layer_met1.png
(2 px per µm) Supply wires on this layer in gray.
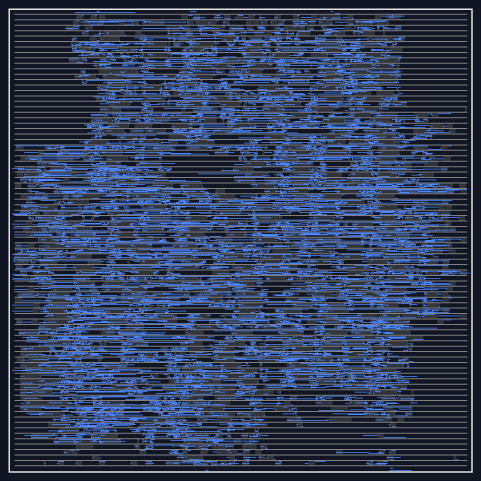
layer_met2.png
(2 px per µm)
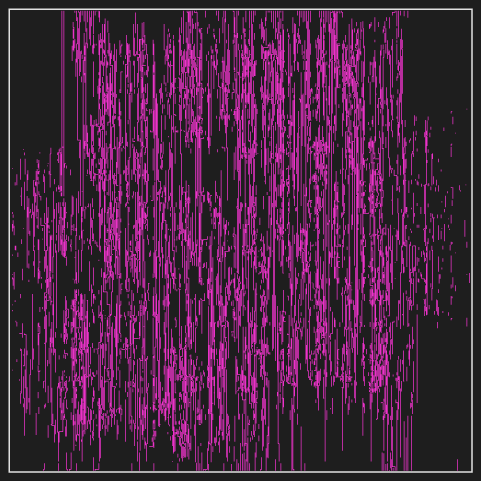
layer_met3.png
(2 px per µm)
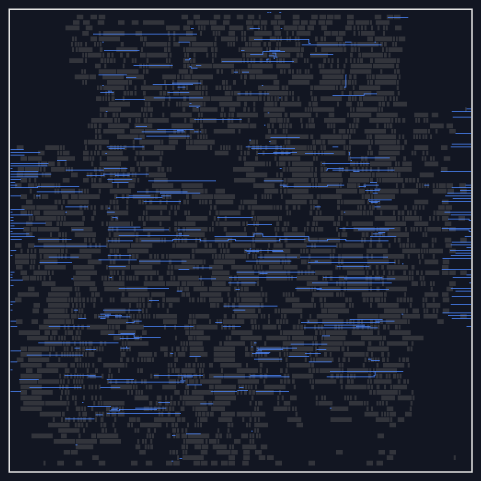
layer_met4.png
(1.5 px per µm) Supply wires on this layer in gray.
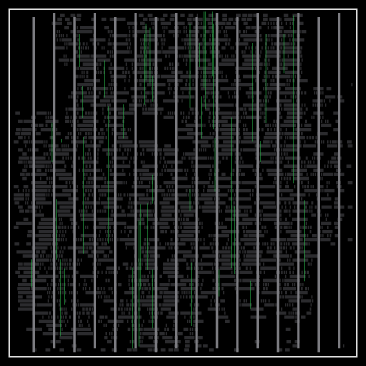
[src/rtl/div_reservation_station_if.sv]
// Divide reservation station: shared decode type and the bundled
// dispatch / CDB / issue interface. The station uses the slave modport;
// the dispatcher/CDB/divider side uses the master modport.
package div_rs_pkg;
  // Decode bits that travel with a divide instruction to the divider.
  typedef struct packed {
    logic is_signed;
    logic want_rem;
  } div_decode_t;
endpackage

interface div_reservation_station_if #(
  parameter int RS_ID_WIDTH = 5
);
  import div_rs_pkg::*;

  // Dispatch side
  logic                   dispatch_valid;
  logic                   dispatch_ready;
  logic [31:0]            op1_value;
  logic [31:0]            op2_value;
  logic                   op1_present;
  logic                   op2_present;
  logic [RS_ID_WIDTH-1:0] op1_rs_id;
  logic [RS_ID_WIDTH-1:0] op2_rs_id;
  logic [4:0]             result_reg_addr_in;
  div_decode_t            control_in;

  // Common data bus snoop
  logic                   cdb_valid;
  logic [RS_ID_WIDTH-1:0] cdb_rs_id;
  logic [31:0]            cdb_result;

  // Issue side towards the divider
  logic                   issue_valid;
  logic                   issue_ready;
  logic [RS_ID_WIDTH-1:0] rs_id_out;
  logic [4:0]             result_reg_addr_out;
  logic [31:0]            op1;
  logic [31:0]            op2;
  div_decode_t            control_out;

  modport slave (
    input  dispatch_valid, op1_value, op2_value, op1_present, op2_present,
           op1_rs_id, op2_rs_id, result_reg_addr_in, control_in,
           cdb_valid, cdb_rs_id, cdb_result, issue_ready,
    output dispatch_ready, issue_valid, rs_id_out, result_reg_addr_out,
           op1, op2, control_out
  );

  modport master (
    output dispatch_valid, op1_value, op2_value, op1_present, op2_present,
           op1_rs_id, op2_rs_id, result_reg_addr_in, control_in,
           cdb_valid, cdb_rs_id, cdb_result, issue_ready,
    input  dispatch_ready, issue_valid, rs_id_out, result_reg_addr_out,
           op1, op2, control_out
  );
endinterface

[src/rtl/div_reservation_station.sv]
// Reservation station in front of the divide unit. Entry i owns result tag
// RS_BASE_ID+i and stays allocated until that tag is broadcast on the CDB.
// Optional feature: define DIV_RS_DISPATCH_BYPASS_EN to capture a CDB value
// that arrives in the same cycle as the dispatch of its consumer; without it
// dispatch stalls for that cycle instead.
module div_reservation_station
  import div_rs_pkg::*;
#(
  parameter int RS_ID_WIDTH = 5,
  parameter int NUM_ENTRIES = 4,
  parameter int RS_BASE_ID  = 0
) (
  input  logic                      i_clk,
  input  logic                      i_rst,
  div_reservation_station_if.slave  bus
);
  localparam int IDX_W = $clog2(NUM_ENTRIES);

  typedef enum logic [1:0] {S_EMPTY, S_WAITING, S_READY, S_ISSUED} state_t;

  state_t                 r_state [NUM_ENTRIES];
  logic [31:0]            r_op1   [NUM_ENTRIES];
  logic [31:0]            r_op2   [NUM_ENTRIES];
  logic                   r_pend1 [NUM_ENTRIES];
  logic                   r_pend2 [NUM_ENTRIES];
  logic [RS_ID_WIDTH-1:0] r_tag1  [NUM_ENTRIES];
  logic [RS_ID_WIDTH-1:0] r_tag2  [NUM_ENTRIES];
  logic [4:0]             r_addr  [NUM_ENTRIES];
  div_decode_t            r_ctrl  [NUM_ENTRIES];

  logic                   r_issue_valid;
  logic [RS_ID_WIDTH-1:0] r_issue_id;
  logic [4:0]             r_issue_addr;
  logic [31:0]            r_issue_op1;
  logic [31:0]            r_issue_op2;
  div_decode_t            r_issue_ctrl;

  logic                   w_free_found, w_sel_found;
  logic [IDX_W-1:0]       w_free_idx, w_sel_idx;
  logic [NUM_ENTRIES-1:0] w_wake1, w_wake2, w_release;
  logic                   w_hit1, w_hit2, w_in_p1, w_in_p2, w_stall;
  logic [31:0]            w_in_v1, w_in_v2;
  logic                   w_dispatch_fire, w_issue_fire;

  // Lowest-index free and ready entries, plus per-entry CDB wakeup/release.
  always_comb begin
    // NOTE: every signal driven here gets a default first so no path can infer a latch.
    w_free_found = 1'b0;
    w_free_idx   = '0;
    w_sel_found  = 1'b0;
    w_sel_idx    = '0;
    w_wake1      = '0;
    w_wake2      = '0;
    w_release    = '0;
    for (int i = NUM_ENTRIES - 1; i >= 0; i--) begin
      if (r_state[i] == S_EMPTY) begin
        w_free_found = 1'b1;
        w_free_idx   = IDX_W'(i);
      end
      if (r_state[i] == S_READY) begin
        w_sel_found = 1'b1;
        w_sel_idx   = IDX_W'(i);
      end
      w_wake1[i]   = bus.cdb_valid && (r_state[i] == S_WAITING) && r_pend1[i]
                     && (r_tag1[i] == bus.cdb_rs_id);
      w_wake2[i]   = bus.cdb_valid && (r_state[i] == S_WAITING) && r_pend2[i]
                     && (r_tag2[i] == bus.cdb_rs_id);
      w_release[i] = bus.cdb_valid && (r_state[i] == S_ISSUED)
                     && (bus.cdb_rs_id == RS_ID_WIDTH'(RS_BASE_ID + i));
    end
  end

  // Incoming operands checked against a same-cycle CDB broadcast.
  always_comb begin
    w_hit1 = bus.cdb_valid && !bus.op1_present && (bus.op1_rs_id == bus.cdb_rs_id);
    w_hit2 = bus.cdb_valid && !bus.op2_present && (bus.op2_rs_id == bus.cdb_rs_id);
`ifdef DIV_RS_DISPATCH_BYPASS_EN
    w_in_p1 = bus.op1_present || w_hit1;
    w_in_p2 = bus.op2_present || w_hit2;
    w_stall = 1'b0;
`else
    w_in_p1 = bus.op1_present;
    w_in_p2 = bus.op2_present;
    w_stall = w_hit1 || w_hit2;
`endif
    w_in_v1 = w_hit1 ? bus.cdb_result : bus.op1_value;
    w_in_v2 = w_hit2 ? bus.cdb_result : bus.op2_value;
  end

  assign bus.dispatch_ready = w_free_found && !w_stall;
  assign w_dispatch_fire    = bus.dispatch_valid && bus.dispatch_ready;
  assign w_issue_fire       = w_sel_found && (!r_issue_valid || bus.issue_ready);

  // Per-entry lifecycle: EMPTY -> WAITING/READY -> ISSUED -> EMPTY on own tag.
  always_ff @(posedge i_clk) begin
    // NOTE: state registers use non-blocking assignments so every entry sees pre-edge values.
    if (!i_rst) begin
      for (int i = 0; i < NUM_ENTRIES; i++) r_state[i] <= S_EMPTY;
    end else begin
      for (int i = 0; i < NUM_ENTRIES; i++) begin
        case (r_state[i])
          S_EMPTY:
            if (w_dispatch_fire && (w_free_idx == IDX_W'(i)))
              r_state[i] <= (w_in_p1 && w_in_p2) ? S_READY : S_WAITING;
          S_WAITING:
            if ((!r_pend1[i] || w_wake1[i]) && (!r_pend2[i] || w_wake2[i]))
              r_state[i] <= S_READY;
          S_READY:
            if (w_issue_fire && (w_sel_idx == IDX_W'(i)))
              r_state[i] <= S_ISSUED;
          S_ISSUED:
            if (w_release[i]) r_state[i] <= S_EMPTY;
          default: r_state[i] <= S_EMPTY;
        endcase
      end
    end
  end

  // Entry payload: written on dispatch, operands patched on CDB wakeup.
  always_ff @(posedge i_clk) begin
    // NOTE: payload storage is not reset; an EMPTY state makes its contents irrelevant.
    for (int i = 0; i < NUM_ENTRIES; i++) begin
      if (r_state[i] == S_EMPTY && w_dispatch_fire && (w_free_idx == IDX_W'(i))) begin
        r_op1[i]   <= w_in_v1;
        r_op2[i]   <= w_in_v2;
        r_pend1[i] <= !w_in_p1;
        r_pend2[i] <= !w_in_p2;
        r_tag1[i]  <= bus.op1_rs_id;
        r_tag2[i]  <= bus.op2_rs_id;
        r_addr[i]  <= bus.result_reg_addr_in;
        r_ctrl[i]  <= bus.control_in;
      end else begin
        if (w_wake1[i]) begin
          r_op1[i]   <= bus.cdb_result;
          r_pend1[i] <= 1'b0;
        end
        if (w_wake2[i]) begin
          r_op2[i]   <= bus.cdb_result;
          r_pend2[i] <= 1'b0;
        end
      end
    end
  end

  // Issue register: loads the selected entry, holds while the divider stalls.
  always_ff @(posedge i_clk) begin
    if (!i_rst) begin
      r_issue_valid <= 1'b0;
      r_issue_id    <= '0;
      r_issue_addr  <= '0;
      r_issue_op1   <= '0;
      r_issue_op2   <= '0;
      r_issue_ctrl  <= '0;
    end else if (w_issue_fire) begin
      r_issue_valid <= 1'b1;
      r_issue_id    <= RS_ID_WIDTH'(RS_BASE_ID) + RS_ID_WIDTH'(w_sel_idx);
      r_issue_addr  <= r_addr[w_sel_idx];
      r_issue_op1   <= r_op1[w_sel_idx];
      r_issue_op2   <= r_op2[w_sel_idx];
      r_issue_ctrl  <= r_ctrl[w_sel_idx];
    end else if (bus.issue_ready) begin
      r_issue_valid <= 1'b0;
    end
  end

  assign bus.issue_valid         = r_issue_valid;
  assign bus.rs_id_out           = r_issue_id;
  assign bus.result_reg_addr_out = r_issue_addr;
  assign bus.op1                 = r_issue_op1;
  assign bus.op2                 = r_issue_op2;
  assign bus.control_out         = r_issue_ctrl;
endmodule

[src/flat_wrapper.sv]
// flat-port wrapper written by rule: the top's interface ports become plain ports
module div_reservation_station_flat import div_rs_pkg::*;
#(
  parameter int RS_ID_WIDTH = 5,
  parameter int NUM_ENTRIES = 4,
  parameter int RS_BASE_ID  = 0
)
  (i_clk, i_rst, bus_dispatch_valid, bus_op1_value, bus_op2_value, bus_op1_present, bus_op2_present, bus_op1_rs_id, bus_op2_rs_id, bus_result_reg_addr_in, bus_control_in, bus_cdb_valid, bus_cdb_rs_id, bus_cdb_result, bus_issue_ready, bus_dispatch_ready, bus_issue_valid, bus_rs_id_out, bus_result_reg_addr_out, bus_op1, bus_op2, bus_control_out);
  div_reservation_station_if #(.RS_ID_WIDTH(RS_ID_WIDTH)) bus_i ();
  input  logic i_clk;
  input  logic i_rst;
  input wire logic [$bits(bus_i.dispatch_valid)-1:0] bus_dispatch_valid;
  input wire logic [$bits(bus_i.op1_value)-1:0] bus_op1_value;
  input wire logic [$bits(bus_i.op2_value)-1:0] bus_op2_value;
  input wire logic [$bits(bus_i.op1_present)-1:0] bus_op1_present;
  input wire logic [$bits(bus_i.op2_present)-1:0] bus_op2_present;
  input wire logic [$bits(bus_i.op1_rs_id)-1:0] bus_op1_rs_id;
  input wire logic [$bits(bus_i.op2_rs_id)-1:0] bus_op2_rs_id;
  input wire logic [$bits(bus_i.result_reg_addr_in)-1:0] bus_result_reg_addr_in;
  input wire logic [$bits(bus_i.control_in)-1:0] bus_control_in;
  input wire logic [$bits(bus_i.cdb_valid)-1:0] bus_cdb_valid;
  input wire logic [$bits(bus_i.cdb_rs_id)-1:0] bus_cdb_rs_id;
  input wire logic [$bits(bus_i.cdb_result)-1:0] bus_cdb_result;
  input wire logic [$bits(bus_i.issue_ready)-1:0] bus_issue_ready;
  output wire logic [$bits(bus_i.dispatch_ready)-1:0] bus_dispatch_ready;
  output wire logic [$bits(bus_i.issue_valid)-1:0] bus_issue_valid;
  output wire logic [$bits(bus_i.rs_id_out)-1:0] bus_rs_id_out;
  output wire logic [$bits(bus_i.result_reg_addr_out)-1:0] bus_result_reg_addr_out;
  output wire logic [$bits(bus_i.op1)-1:0] bus_op1;
  output wire logic [$bits(bus_i.op2)-1:0] bus_op2;
  output wire logic [$bits(bus_i.control_out)-1:0] bus_control_out;
  assign bus_i.dispatch_valid = bus_dispatch_valid;
  assign bus_i.op1_value = bus_op1_value;
  assign bus_i.op2_value = bus_op2_value;
  assign bus_i.op1_present = bus_op1_present;
  assign bus_i.op2_present = bus_op2_present;
  assign bus_i.op1_rs_id = bus_op1_rs_id;
  assign bus_i.op2_rs_id = bus_op2_rs_id;
  assign bus_i.result_reg_addr_in = bus_result_reg_addr_in;
  assign bus_i.control_in = bus_control_in;
  assign bus_i.cdb_valid = bus_cdb_valid;
  assign bus_i.cdb_rs_id = bus_cdb_rs_id;
  assign bus_i.cdb_result = bus_cdb_result;
  assign bus_i.issue_ready = bus_issue_ready;
  assign bus_dispatch_ready = bus_i.dispatch_ready;
  assign bus_issue_valid = bus_i.issue_valid;
  assign bus_rs_id_out = bus_i.rs_id_out;
  assign bus_result_reg_addr_out = bus_i.result_reg_addr_out;
  assign bus_op1 = bus_i.op1;
  assign bus_op2 = bus_i.op2;
  assign bus_control_out = bus_i.control_out;
  div_reservation_station #(.RS_ID_WIDTH(RS_ID_WIDTH), .NUM_ENTRIES(NUM_ENTRIES), .RS_BASE_ID(RS_BASE_ID)) u_core (.i_clk(i_clk), .i_rst(i_rst), .bus(bus_i));
endmodule
[config.mk]
export PLATFORM = sky130hd
export DESIGN_NAME = div_reservation_station_flat
export DESIGN_NICKNAME = d
export VERILOG_FILES = /design/src/rtl/div_reservation_station_if.sv /design/src/rtl/div_reservation_station.sv /design/src/flat_wrapper.sv
export SDC_FILE = /design/constraint.sdc
export NUM_CORES = 1
export LEC_CHECK = 0
export ABC_AREA = 1
export ABC_CLOCK_PERIOD_IN_PS = 3160
export CAP_MARGIN = 20
export CORE_MARGIN = 2
export CORE_UTILIZATION = 40
export CTS_CLUSTER_SIZE = 28
export DETAILED_ROUTE_END_ITERATION = 12
export PLACE_DENSITY = 0.63
export SYNTH_ARGS = -nofsm -noshare
export SYNTH_HDL_FRONTEND = slang
export SYNTH_SLANG_ARGS = --single-unit
[constraint.sdc]
create_clock -name i_clk -period 3.16 [get_ports i_clk]
set_input_delay 0.316 -clock i_clk [delete_from_list [all_inputs] [get_ports i_clk]]
set_output_delay 0.316 -clock i_clk [all_outputs]
set_load 0.01 [all_outputs]
==> results.txt <==
Synthesis and PnR results.

- The number of warnings printed during yosys synthesis reads 0.
- Headroom to the max-slew limit came out at 51.1%.
- The timing report lists the critical path depth as 6 cells.
- The combined buffer and inverter count along the critical path reads 1.
- The xor/xnor cell area share of the yosys netlist is 0.256%.
- The start point of the critical path reads u_core.r_state[0][1].
- The area share of and/or/nand/nor cells after synthesis is 22.9%.
- The die is 231 µm tall.
- Cells fill between 40% and 50% of the core in the end.
- The main area contributors are edfxtp_1 49%, nor2_1 9.5%, nand2_1 9.4%.
- Sorting the synthesis cell report by count puts at the top nor2_1.
- The sequential cell count of the final layout reads 414.
- The leakage power summed over all cells reads 0.0101 µW.
- The multiplexer fraction of the synthesized cell area is 0%.
- The clock arrives with roughly 32 ps of skew.
- After the last flow step, the layout net total stands at 2707.
- The clock-pin slew on the worst setup and hold paths reads 60 ps.
- In this run, synthesis produced a sequential element count of 414.
- The worst setup path is captured at an output port.
- The violation count after the first detailed-routing iteration reads 1479.
- The number of nets still failing antenna checks after routing is 0.
- The worst path uses slightly below 90% of the clock period.
- The fraction of layout cells with a size suffix above 1 is 7.75%.
- The multi-input logic cell count reads 1681.
- Across every metal layer, demand over resource in global routing totals between 20% and 30%.
- The share of the core filled by cells before placement is 40.2%.
- The sequential fraction of the synthesis area reads 56.8%.
- The non-clock buffer total of the final layout reads 249.
- The worst register-to-register path begins at u_core.r_state[0][1].
- The pin slew with the least headroom to its limit reads 734 ps.
- The flow ran to the end, and the final reports show no timing, DRC or antenna violations.
- The later pin in the worst-skew pair is clocked with a latency of 610 ps.
- The total of clock buffers placed in the layout is 65.
- The hold violation total from the final report is 0.
Notes on layer_met1.png above:
share of all routed wire	42%
main direction	horizontal
nets with wire on the layer	2532

Notes on layer_met2.png above:
wire length on this layer	30.7 mm
share of all routed wire	50%
final routed wirelength across all metal layers: 61.9 mm
global routing usage on met2: 39.9%
vias: 17000

Notes on layer_met3.png above:
nets with wire on the layer	216
main direction	horizontal
wire length on this layer	3740 µm
longest straight run	51.8 µm
GR met3 Demand/Resource: 2.94%

Notes on layer_met4.png above:
main direction	vertical
longest straight run	112 µm

## power by group
part	total, µW	internal, µW	leakage, µW	switching, µW
sequential	7030	6720	0.00374	312
clock	5450	3150	0.000754	2300
combinational	4480	1690	0.00559	2800
## sequential cells by signal, indices dropped and copies added, names as in the netlist, 8 cells and up
| name | flops |
|---|---|
| u_core.r_addr | 20 |
| u_core.bus.op2 | 32 |
| u_core.r_op1 | 128 |
| u_core.bus.op1 | 32 |
| u_core.r_ctrl | 8 |
| u_core.r_tag1 | 20 |
| u_core.r_op2 | 128 |
| u_core.r_state | 8 |
| u_core.r_tag2 | 20 |
## routing by layer
layer / global-route usage (%) / share of wire (%) / wire, µm / vias to the layer above
met5: 0 / 0.026 / 16 / -
met4: 8.13 / 2.9 / 1780 / 2
met3: 2.94 / 6.0 / 3740 / 99
met2: 39.9 / 50 / 30700 / 571
met1: 29.4 / 42 / 25700 / 7978
li1: - / - / - / 8355
## worst min-delay path by stage
stage	end	slack, ps	cells past startpoint
after floorplan	u_core.r_pend2[2]	410	1
after global placement	u_core.bus.rs_id_out[1]	460	2
after detailed placement	u_core.bus.rs_id_out[1]	470	2
after CTS	u_core.r_addr[2][2]	350	1
after global routing	u_core.r_addr[3][3]	360	1
final	u_core.r_addr[2][2]	370	1
## through the flow
step	cells	setup WS [ps]	total power [µW]	area, µm²
3_3_place_gp	3213	482	11600	23400
4_1_cts	3301	351	17100	24900
5_1_grt	3303	290	17800	24900
2_1_floorplan	2430	750	9670	20600
3_5_place_dp	3213	412	11600	23400
6_report	3303	347	17000	24900
## worst register-to-register path: cells and delay by family, from the launching register on
kind	cells	cell delay, ps
flops	1	470
simple gates	6	1060
buf+inv	2	460
Power and IR drop assume default switching activity.
